**src/rtl/ps_level_sequencer.sv**
```systemverilog
// Timed proximity-sensor sequencer: periodic req/ack sampling, 2^AVG_LOG2 averaging,
// thermometer bar level with downward hysteresis and a decaying peak-hold.
module ps_level_sequencer #(
    parameter int unsigned PERIOD_CYC  = 500000,
    parameter int unsigned TIMEOUT_CYC = 100000,
    parameter int unsigned AVG_LOG2    = 2,
    parameter logic [17:0] THRESH_LO   = 18'h00200,
    parameter logic [17:0] STEP        = 18'h007C0,
    parameter logic [17:0] HYST        = 18'h00040,
    parameter int unsigned HOLD_UPD    = 25
) (
    input  logic        clk,
    input  logic        reset_n,
    input  logic        enable,
    output logic        meas_req,
    input  logic        meas_ack,
    input  logic [17:0] ps_data,
    input  logic        ps_err,
    output logic [17:0] avg_data,
    output logic        avg_valid,
    output logic [7:0]  level,
    output logic [7:0]  peak,
    output logic [7:0]  err_cnt,
    output logic        overrun,
    output logic        busy
);

    localparam int unsigned AW    = 18 + AVG_LOG2;
    localparam int unsigned CW    = AVG_LOG2 + 1;
    localparam int unsigned NSAMP = 1 << AVG_LOG2;
    localparam int unsigned TW    = $clog2(PERIOD_CYC + 1);
    localparam int unsigned OW    = $clog2(TIMEOUT_CYC + 1);
    localparam int unsigned HW    = (HOLD_UPD > 0) ? $clog2(HOLD_UPD + 1) : 1;

    typedef enum logic [2:0] {StIdle, StWait, StReq, StAcc, StUpd} state_e;

    state_e          state;
    logic [TW-1:0]   timer;
    logic [OW-1:0]   tout;
    logic [AW-1:0]   acc;
    logic [CW-1:0]   cnt;
    logic [HW-1:0]   hold;
    logic            enable_q;
    logic            tick;

    logic [17:0]     avg;
    logic [3:0]      raw_k, cur_k, new_k;
    logic [7:0]      new_level, peak_n;
    logic [HW-1:0]   hold_n;
    logic [7:0]      err_inc;

    function automatic logic [17:0] thr(input int i);
        return THRESH_LO + STEP * 18'(i);
    endfunction

    assign tick    = enable && (timer == TW'(PERIOD_CYC - 1));
    assign busy    = (state != StIdle);
    assign err_inc = (err_cnt == 8'hFF) ? err_cnt : err_cnt + 8'd1;

    always_ff @(posedge clk or negedge reset_n) begin
        if (!reset_n) begin
            timer <= '0;
        end else if (!enable || tick) begin
            timer <= '0;
        end else begin
            timer <= timer + TW'(1);
        end
    end

    // Level/peak candidates are evaluated while in ACC and registered on entry to UPD.
    always_comb begin
        avg   = acc[AW-1:AVG_LOG2];
        raw_k = '0;
        cur_k = '0;
        for (int i = 0; i < 8; i++) begin
            if (avg >= thr(i)) raw_k = raw_k + 4'd1;
            if (level[i])      cur_k = cur_k + 4'd1;
        end
        if (raw_k >= cur_k) begin
            new_k = raw_k;
        end else if (avg < thr(int'(cur_k) - 1) - HYST) begin
            new_k = raw_k;
        end else begin
            new_k = cur_k;
        end
        new_level = 8'hFF >> (4'd8 - new_k);
        peak_n    = peak;
        hold_n    = hold;
        if (new_level >= peak) begin
            peak_n = new_level;
            hold_n = HW'(HOLD_UPD);
        end else if (hold != '0) begin
            hold_n = hold - HW'(1);
        end else begin
            peak_n = ((peak >> 1) > new_level) ? (peak >> 1) : new_level;
        end
    end

    always_ff @(posedge clk or negedge reset_n) begin
        if (!reset_n) begin
            state     <= StIdle;
            meas_req  <= 1'b0;
            tout      <= '0;
            acc       <= '0;
            cnt       <= '0;
            hold      <= '0;
            enable_q  <= 1'b0;
            avg_data  <= '0;
            avg_valid <= 1'b0;
            level     <= '0;
            peak      <= '0;
            err_cnt   <= '0;
            overrun   <= 1'b0;
        end else begin
            enable_q  <= enable;
            avg_valid <= 1'b0;
            if (enable_q && !enable) begin
                overrun <= 1'b0;
            end else if (tick && (state == StReq || state == StAcc || state == StUpd)) begin
                overrun <= 1'b1;
            end

            if (!enable) begin
                state    <= StIdle;
                meas_req <= 1'b0;
                tout     <= '0;
                acc      <= '0;
                cnt      <= '0;
            end else begin
                unique case (state)
                    StIdle: state <= StWait;
                    StWait: begin
                        if (tick) begin
                            state    <= StReq;
                            meas_req <= 1'b1;
                            tout     <= '0;
                        end
                    end
                    StReq: begin
                        if (meas_ack) begin
                            meas_req <= 1'b0;
                            if (ps_err) begin
                                err_cnt <= err_inc;
                                state   <= StWait;
                            end else begin
                                acc   <= acc + AW'(ps_data);
                                cnt   <= cnt + CW'(1);
                                state <= StAcc;
                            end
                        end else if (tout == OW'(TIMEOUT_CYC - 1)) begin
                            meas_req <= 1'b0;
                            err_cnt  <= err_inc;
                            state    <= StWait;
                        end else begin
                            tout <= tout + OW'(1);
                        end
                    end
                    StAcc: begin
                        if (cnt == CW'(NSAMP)) begin
                            avg_data  <= avg;
                            level     <= new_level;
                            peak      <= peak_n;
                            hold      <= hold_n;
                            avg_valid <= 1'b1;
                            state     <= StUpd;
                        end else begin
                            state <= StWait;
                        end
                    end
                    StUpd: begin
                        acc   <= '0;
                        cnt   <= '0;
                        state <= StWait;
                    end
                    default: state <= StIdle;
                endcase
            end
        end
    end

endmodule

```
**config.mk**
```make
export PLATFORM = sky130hd
export DESIGN_NAME = ps_level_sequencer
export DESIGN_NICKNAME = d
export VERILOG_FILES = /design/src/rtl/ps_level_sequencer.sv
export SDC_FILE = /design/constraint.sdc
export NUM_CORES = 1
export LEC_CHECK = 0
export ABC_CLOCK_PERIOD_IN_PS = 15500
export CAP_MARGIN = 40
export CORE_MARGIN = 2
export CORE_UTILIZATION = 60
export DETAILED_ROUTE_END_ITERATION = 8
export PLACE_DENSITY = 0.82
export SLEW_MARGIN = 0
export SYNTH_ARGS = -nofsm -noshare
export SYNTH_HDL_FRONTEND = slang
export SYNTH_SLANG_ARGS = --single-unit
```
**constraint.sdc**
```tcl
create_clock -name clk -period 15.5 [get_ports clk]
set_clock_uncertainty 0.05 [all_clocks]
set_input_delay 3.1 -clock clk [delete_from_list [all_inputs] [get_ports clk]]
set_output_delay 3.1 -clock clk [all_outputs]
set_load 0.05 [all_outputs]
```
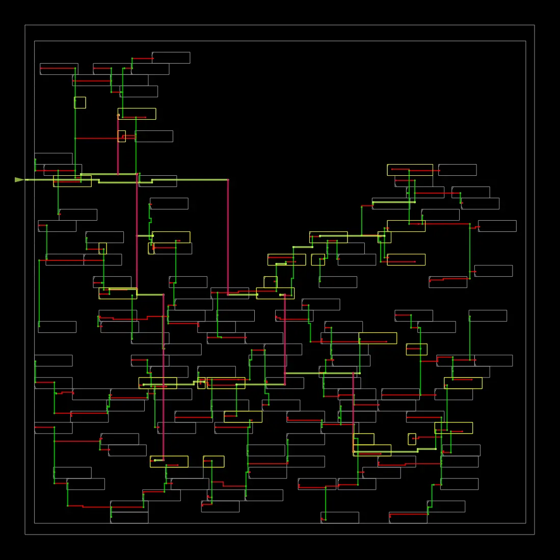
Figure 1: clock routing.
Clock Power: 0.000366 W
CTS Buf Count: 17

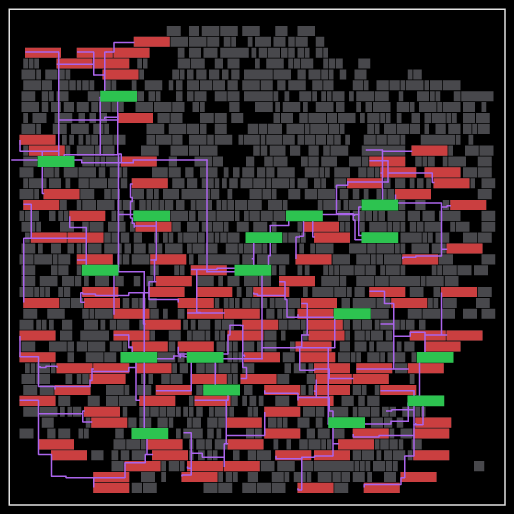
Figure 2: clock distribution.
(4 px per µm)
- flip-flops: red (count 113)
- clock drivers: green (count 17)
- clock wires: purple (length 1530 µm)
- routed clock nets: 18
Clock Power Share: 35.4%
Skew-Pair Late Insertion Delay: 420 ps

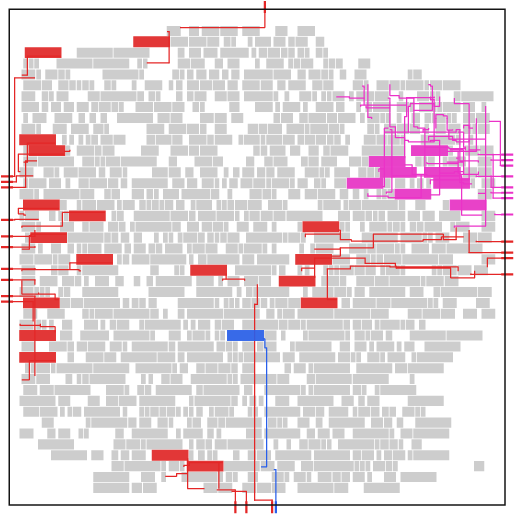
Figure 3: I/O nets highlighted.
(4 px per µm)
- avg_valid: blue (bits 1; direction output; end cells 1; buffers 1; wire 43.0 µm)
- avg_data: red (bits 18; direction output; end cells 18; buffers 18; wire 664 µm)
- level: magenta (bits 8; direction output; end cells 8; buffers 8; wire 555 µm)

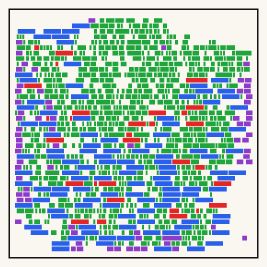
Figure 4: placement by cell class.
(2 px per µm)
- combinational and other logic: green (cells 830; share of their area 58%)
- clock drivers and dummy loads: red (cells 30; share of their area 5.7%)
- other buffers and delay cells: purple (cells 72; share of their area 7.5%)
- flops: blue (cells 113; share of their area 29%)
post-route standard cell area excluding fillers: 9960 µm²
Std-Cell Rows: 43
Floorplan Core Area: 13900 µm²
post-layout utilization of the core: 71.5%

## metrics by stage
stage | hold slack (ps) | setup WS [ps] | std cells | total power (W) | cell area, µm²
2_1_floorplan | 405 | 3190 | 974 | 0.000582 | 8580
4_1_cts | 435 | 2170 | 1225 | 0.00103 | 9960
6_report | 427 | 2180 | 1225 | 0.00103 | 9960
3_5_place_dp | 412 | 2270 | 1195 | 0.000661 | 9400
3_3_place_gp | 412 | 2580 | 1193 | 0.000652 | 9370
5_1_grt | 448 | 858 | 1225 | 0.00109 | 9960
## metal layers
metal | global-route usage [%] | up-vias
li1 | - | 3506
met1 | 35.4 | 3395
met2 | 44.1 | 190
met3 | 5.26 | 39
met4 | 9.80 | 0
met5 | 0 | -
==> flow_summary.toml <==
# flow metrics
[worst_hold_path]
min-delay-start = "avg_data[8]$_DFFE_PN0P_"

[finish]
regArea_um2 = 2830
inverters = 62
num-nets-final = 1146

[synthesis]
synth_top_cell_by_area = "sky130_fd_sc_hd__dfrtp_1"
combinational_family_with_the_most_area_after_synthesis = "simple AND/OR/NAND/NOR gates"
yosysChipArea_um2 = 8580
yosys.area.top_type_share_pct = 33.0
ys_sh_aoi_pct = 14.9
warnings_synthesis = 0

[drt]
routed_wire_length_per_instance_um = 15.4
route.antenna.remaining_nets = 0

[critical_path]
critical-path-top-cell-by-count = "sky130_fd_sc_hd__ha_1"
kind_of_start_point_of_the_critical_path = "flip-flop"
endpoint = "peak[0]$_DFFE_PN0P_"

[run]
warnings = 36

[placement]
hpwlAfterDp_um = 13600

[pwr]
internal_power_w = 0.000677
seq_power_share_pct = 31.2
peakVddDrop_mv = 0.0816

[floorplan]
fp.dieArea_um2 = 15300

[timing]
hold_violations = 0
tightest_slew_ps = 880

[status]
outcome = "finished clean"

[global_route]
grt_util_all_layers_pct = 26.9
Power is estimated from default activity; no workload was simulated.
